`src/rtl/muls_share_arb_if.sv`:
```
// Request/response bus between the two requesters and the shared multiplier arbiter.
// master = requester side, slave = arbiter side.
interface muls_share_arb_if #(
   parameter int unsigned X_WIDTH = 2,
   parameter int unsigned Y_WIDTH = 2,
   parameter int unsigned P_WIDTH = X_WIDTH + Y_WIDTH
);
   logic [1:0]         req_valid;
   logic [1:0]         req_ready;
   logic [X_WIDTH-1:0] req_x0;
   logic [X_WIDTH-1:0] req_x1;
   logic [Y_WIDTH-1:0] req_y0;
   logic [Y_WIDTH-1:0] req_y1;
   logic [1:0]         resp_valid;
   logic [1:0]         resp_ready;
   logic [P_WIDTH-1:0] resp_p;
   logic               resp_s;

   modport master (
      output req_valid, req_x0, req_x1, req_y0, req_y1, resp_ready,
      input  req_ready, resp_valid, resp_p, resp_s
   );

   modport slave (
      input  req_valid, req_x0, req_x1, req_y0, req_y1, resp_ready,
      output req_ready, resp_valid, resp_p, resp_s
   );
endinterface

```
`src/rtl/muls_share_arb.sv`:
```
// Two-requester round-robin arbiter/sequencer for the shared signed multiplier core.
// Optional per-requester grant counters enabled by defining MULS_ARB_STATS_EN.
module muls_share_arb #(
   parameter int unsigned X_WIDTH = 2,
   parameter int unsigned Y_WIDTH = 2,
   parameter int unsigned P_WIDTH = X_WIDTH + Y_WIDTH
) (
   input  logic               clk,
   input  logic               reset,
   muls_share_arb_if.slave    bus,
   output logic               busy,
   output logic [X_WIDTH-1:0] mul_x,
   output logic [Y_WIDTH-1:0] mul_y,
   input  logic [P_WIDTH-1:0] mul_p,
   input  logic               mul_s,
   input  logic               mul_rdy
`ifdef MULS_ARB_STATS_EN
   ,
   output logic [7:0]         grant_cnt0,
   output logic [7:0]         grant_cnt1
`endif
);

   localparam int unsigned N_REQ = 2;

   typedef enum logic [1:0] {
      IDLE = 2'd0,
      MUL  = 2'd1,
      RESP = 2'd2
   } state_t;

   state_t             state;
   logic               last_grant;
   logic               gnt_id;
   logic [X_WIDTH-1:0] op_x;
   logic [Y_WIDTH-1:0] op_y;
   logic [P_WIDTH-1:0] res_p;
   logic               res_s;
   logic [N_REQ-1:0]   resp_vld;

   logic               grant0;
   logic               grant1;
   logic               open;
   logic               take;

   // Round-robin pick; the requester served last loses a tie.
   always_comb begin
      grant0 = bus.req_valid[0] & (~bus.req_valid[1] | last_grant);
      grant1 = bus.req_valid[1] & (~bus.req_valid[0] | ~last_grant);
      open   = (state == IDLE) & ~reset;
      take   = open & (grant0 | grant1);
   end

   assign bus.req_ready  = {grant1, grant0} & {N_REQ{open}};
   assign bus.resp_valid = resp_vld;
   assign bus.resp_p     = res_p;
   assign bus.resp_s     = res_s;
   assign mul_x          = op_x;
   assign mul_y          = op_y;

   always_ff @(posedge clk or posedge reset) begin
      if (reset) begin
         state      <= IDLE;
         last_grant <= 1'b1;
         gnt_id     <= 1'b0;
         op_x       <= '0;
         op_y       <= '0;
         res_p      <= '0;
         res_s      <= 1'b0;
         resp_vld   <= '0;
         busy       <= 1'b0;
      end else begin
         case (state)
            IDLE: begin
               if (take) begin
                  op_x       <= grant1 ? bus.req_x1 : bus.req_x0;
                  op_y       <= grant1 ? bus.req_y1 : bus.req_y0;
                  gnt_id     <= grant1;
                  last_grant <= grant1;
                  busy       <= 1'b1;
                  state      <= MUL;
               end
            end
            MUL: begin
               if (mul_rdy) begin
                  res_p    <= mul_p;
                  res_s    <= mul_s;
                  resp_vld <= gnt_id ? 2'b10 : 2'b01;
                  state    <= RESP;
               end
            end
            RESP: begin
               // Only the owner's ready bit can release the response.
               if (bus.resp_ready[gnt_id]) begin
                  resp_vld <= '0;
                  busy     <= 1'b0;
                  state    <= IDLE;
               end
            end
            default: begin
               resp_vld <= '0;
               busy     <= 1'b0;
               state    <= IDLE;
            end
         endcase
      end
   end

`ifdef MULS_ARB_STATS_EN
   localparam int unsigned CNT_WIDTH = 8;
   localparam logic [CNT_WIDTH-1:0] CNT_MAX = '1;

   // Saturating accepted-request counters.
   always_ff @(posedge clk or posedge reset) begin
      if (reset) begin
         grant_cnt0 <= '0;
         grant_cnt1 <= '0;
      end else if (take) begin
         if (grant0 && grant_cnt0 != CNT_MAX) grant_cnt0 <= grant_cnt0 + CNT_WIDTH'(1);
         if (grant1 && grant_cnt1 != CNT_MAX) grant_cnt1 <= grant_cnt1 + CNT_WIDTH'(1);
      end
   end
`endif

endmodule

```
`src/flat_wrapper.sv`:
```
// flat-port wrapper written by rule: the top's interface ports become plain ports
module muls_share_arb_flat 
#(
   parameter int unsigned X_WIDTH = 2,
   parameter int unsigned Y_WIDTH = 2,
   parameter int unsigned P_WIDTH = X_WIDTH + Y_WIDTH
)
  (clk, reset, busy, mul_x, mul_y, mul_p, mul_s, mul_rdy, bus_req_valid, bus_req_x0, bus_req_x1, bus_req_y0, bus_req_y1, bus_resp_ready, bus_req_ready, bus_resp_valid, bus_resp_p, bus_resp_s);
  muls_share_arb_if #(.X_WIDTH(X_WIDTH), .Y_WIDTH(Y_WIDTH), .P_WIDTH(P_WIDTH)) bus_i ();
  input  logic clk;
  input  logic reset;
  output logic busy;
  output logic [X_WIDTH-1:0] mul_x;
  output logic [Y_WIDTH-1:0] mul_y;
  input  logic [P_WIDTH-1:0] mul_p;
  input  logic mul_s;
  input  logic mul_rdy;
  input wire logic [$bits(bus_i.req_valid)-1:0] bus_req_valid;
  input wire logic [$bits(bus_i.req_x0)-1:0] bus_req_x0;
  input wire logic [$bits(bus_i.req_x1)-1:0] bus_req_x1;
  input wire logic [$bits(bus_i.req_y0)-1:0] bus_req_y0;
  input wire logic [$bits(bus_i.req_y1)-1:0] bus_req_y1;
  input wire logic [$bits(bus_i.resp_ready)-1:0] bus_resp_ready;
  output wire logic [$bits(bus_i.req_ready)-1:0] bus_req_ready;
  output wire logic [$bits(bus_i.resp_valid)-1:0] bus_resp_valid;
  output wire logic [$bits(bus_i.resp_p)-1:0] bus_resp_p;
  output wire logic [$bits(bus_i.resp_s)-1:0] bus_resp_s;
  assign bus_i.req_valid = bus_req_valid;
  assign bus_i.req_x0 = bus_req_x0;
  assign bus_i.req_x1 = bus_req_x1;
  assign bus_i.req_y0 = bus_req_y0;
  assign bus_i.req_y1 = bus_req_y1;
  assign bus_i.resp_ready = bus_resp_ready;
  assign bus_req_ready = bus_i.req_ready;
  assign bus_resp_valid = bus_i.resp_valid;
  assign bus_resp_p = bus_i.resp_p;
  assign bus_resp_s = bus_i.resp_s;
  muls_share_arb #(.X_WIDTH(X_WIDTH), .Y_WIDTH(Y_WIDTH), .P_WIDTH(P_WIDTH)) u_core (.clk(clk), .reset(reset), .bus(bus_i), .busy(busy), .mul_x(mul_x), .mul_y(mul_y), .mul_p(mul_p), .mul_s(mul_s), .mul_rdy(mul_rdy));
endmodule
```
`config.mk`:
```
export PLATFORM = sky130hd
export DESIGN_NAME = muls_share_arb_flat
export DESIGN_NICKNAME = d
export VERILOG_FILES = /design/src/rtl/muls_share_arb_if.sv /design/src/rtl/muls_share_arb.sv /design/src/flat_wrapper.sv
export SDC_FILE = /design/constraint.sdc
export NUM_CORES = 1
export LEC_CHECK = 0
export CAP_MARGIN = 25
export CORE_MARGIN = 2
export CORE_UTILIZATION = 45
export CTS_BUF_LIST = sky130_fd_sc_hd__clkbuf_4
export DETAILED_ROUTE_END_ITERATION = 8
export HOLD_SLACK_MARGIN = 0.02
export PLACE_DENSITY = 0.86
export SYNTH_ARGS = -nofsm -noshare
export SYNTH_HDL_FRONTEND = slang
export SYNTH_SLANG_ARGS = --single-unit
```
`constraint.sdc`:
```
create_clock -name clk -period 4.15 [get_ports clk]
set_clock_uncertainty 0.2 [all_clocks]
set_input_delay 0.83 -clock clk [delete_from_list [all_inputs] [get_ports clk]]
set_output_delay 0.83 -clock clk [all_outputs]
set_load 0.05 [all_outputs]
```
==> results.cfg <==
; physical design summary
[power_and_ir_drop]
power_switching_uw = 409
p_clk_frac = 0.099
sw_frac_of_total = 0.460
power_uw = 890
comb_power_share = 0.576
pwr_density_cell_nw_per_um2 = 804
intPower_uw = 481
ir_worst_vdd_uv = 533
seqPwrFrac = 0.326
p_leak_nw = 0.460

[global_routing]
grt_max_degree = 17
grt_overflow_total = 0
grt_pass1_wl_mm = 2.55
grt_pass1_vias = 569
antenna_found_initial = 0
grt_util_all_layers = 0.181

[placement]
io_buffers = 33
gp_congestion = 0.737
post-place-cells = 107
preCtsSetupSlack_ns = 0.400
place_area_um2 = 1080
dp_hpwl_mm = 1.28

[final_layout]
drive_above_1_share = 0.168
layoutNonFillerInstCount = 111
filler_cell_count = 108
nets = 116
largest_reg_flops = 4
final_util = 0.727
areaGrowthSynthToFinish_pct = 50.0
fin_area_um2 = 1110
diodes = 0

[final_timing]
finalMaxSlewViolations = 0
finalSetupViolCount = 0
hold_slack_ns = 0.313
grt_setup_unrepaired = false
timing.final.crit_period_ns = 3.77
worst_pin_slew_ns = 0.584
relSlewSlack = 0.610
max_freq_mhz = 265
setup-tns-final_ns = 0
hold_violations = 0
setup_ws_ns = 0.380
final.period_utilization = 0.909

[route]
drtIter0Drc = 10
wl_per_cell_um = 14.8
vias = 611
drc = 0
routed_wl_mm = 1.65
dr.pass1.iters = 4
ant_nets = 0
vias_per_cell = 5.50

[synth]
netlist.area_leader.share = 0.508
xor_share = 0
yosys_warnings = 0
ys_chip_area_um2 = 738
ys_seq_elements = 16
synthesis.area_um2 = 738
compound_area_frac = 0.183
fp_nets = 79
synth_stat.cells = 59
topCombFamilyByArea = AND-OR/OR-AND gates
topCellsByArea = dfrtp_1 51%, mux2_2 9.2%, a2bb2oi_1 4.7%, o32ai_1 4.7%, dfstp_2 3.6%
synth.cellmix.simpleShare = 0.146
flop_cell = dfrtp_1
avgSynthCellArea_um2 = 12.5
async_flop_share = 1.00
ys_seq_share = 0.544
ys_sh_adder = 0
ys_types = 27
synthesis.instances = 59
largest_area_cell = dfrtp_1
edf_count = 0
ys_sh_mux = 0.0915

[worst_setup_path]
timing.rr.end = u_core.mul_x[0]$_DFFE_PP0P_
rrSetupSlack_ns = 2.60
max_stage_delay_ns = 0.83
cp_top_family = buffers and inverters
crit_required_ns = 3.12
cp_slowest_cell = clkdlybuf4s50_1
cp_num_buf_inv = 2
rr_worst_depth = 3
worstSetupEndpointType = primary output
timing.rr.start = u_core.state[0]$_DFFE_PP0P_
worstSetupPathType = primary input to primary output
crit_cells = 4
startpoint_type = primary input
cp_common_cell = clkdlybuf4s50_1
crit_start = reset
crit_path_max_fanout = 4
endpoint = bus_req_ready[0]
cp_data_arrival_time_ns = 2.74
crit_chain = clkdlybuf4s50_1 -> or3_4 -> nor3_1 -> clkdlybuf4s50_1

[die]
dieArea_um2 = 1980
ios = 34
die_x_um = 44.5
rows = 14
fp_util = 0.484
core_area_um2 = 1520
dieHeight_um = 44.5

[run]
tool_warnings = 26
maxCapViolCount = 0

[clock_network]
clk_path_buf_depth = 2
numCtsBuffers = 3
insertion_delay_ns = 0.27
clk_pin_slew_ns = 0.09
cts_max_level = 1
clock_sinks = 16
cts-resized-gates = 0
cts_setup_buffers = 0
cts-root-buf = clkbuf_4
cts_tree = done
hold_buffers = 0

[worst_hold_path]
worstHoldPathCells = 1
min_from = u_core.bus.resp_p[2]$_DFFE_PP0P_
hp-class = register to register
min_to = u_core.bus.resp_p[2]$_DFFE_PP0P_

[run_status]
run_status = complete, no violations
-- synthesized netlist by cell type, drive strengths merged (2+ instances only) --
| cell type | count |
|---|---|
| dfrtp | 15 |
| mux2 | 6 |
| a2bb2oi | 4 |
| inv | 4 |
| o32ai | 4 |
| nand2 | 3 |
| nor2 | 3 |
| nor3 | 2 |
| o22ai | 2 |
| or3 | 2 |
-- per-layer routing --
layer | global-route usage | wire length (um) | vias up
met4 | 0.0909 | 19 | 0
met2 | 0.293 | 885 | 16
met5 | 0 | 0 | -
li1 | - | - | 292
met1 | 0.228 | 681 | 301
met3 | 0.0367 | 59 | 2
-- final cells by class --
cell class	count	area [um^2]	share of cell area
clock buffers	4	30.0	0.0271
flip-flops and latches	16	402	0.363
inverters	4	15.0	0.0136
multi-input cells	38	310	0.280
well taps	16	20.0	0.0181
repair buffers	33	330	0.298
-- power by group through the flow --
stage	Sequential [mW]	Clock [mW]	Combinational, mW
3_5_place_dp	0.291	0	0.515
2_1_floorplan	0.461	0	0.188
4_1_cts	0.291	0.0928	0.517
5_1_grt	0.297	0.0984	0.537
6_report	0.290	0.0878	0.512
3_3_place_gp	0.287	0	0.510
-- cell usage in the layout (no fill, tap or decap), types with 2 or more instances in the layout --
master,n
a2bb2oi_1,4
clkbuf_4,4
clkdlybuf4s50_1,33
dfrtp_1,15
inv_1,4
mux2_2,6
nand2_1,3
nor2_1,2
o22ai_1,2
o32ai_1,4
-- kinds of logic (layout without fill, tap and decap cells) --
| group | after synthesis | in the layout |
|---|---|---|
| AND-OR/OR-AND | 17 | 17 |
| flip-flops | 16 | 16 |
| AND/OR/NAND/NOR | 15 | 15 |
| buffers and inverters | 5 | 41 |
| multiplexers | 6 | 6 |
Figure 1. Selected gate families.
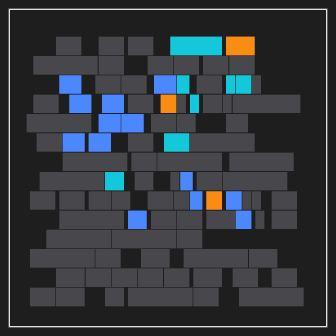
legend:
  cyan:
    family: NOR gates
    cells: 7
    most_used: nor2_1
    where: north
  orange:
    family: AND and OR gates
    cells: 3
  blue:
    family: inverting AOI/OAI gates
    cells: 13

Figure 2. Register map, names as in the netlist.
The bar under the picture is 10 um long.
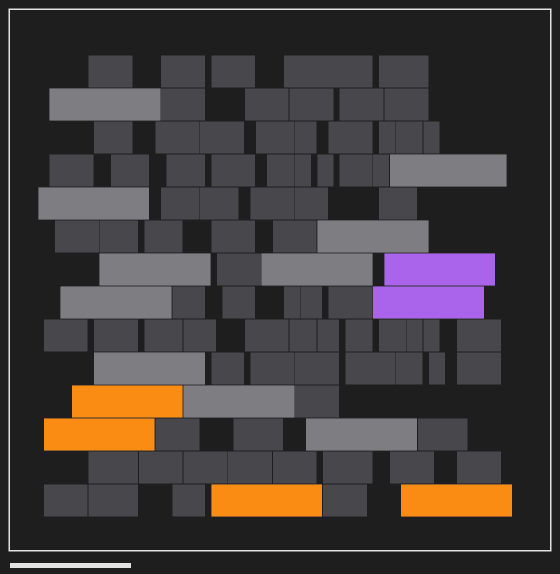
legend:
  orange:
    name_in_the_netlist: `u_core.bus.resp_p`
    sequential_cells: 4
  purple:
    name_in_the_netlist: `u_core.bus.resp_valid`
    sequential_cells: 2
not coloured: 10

Power is estimated from default activity; no workload was simulated.
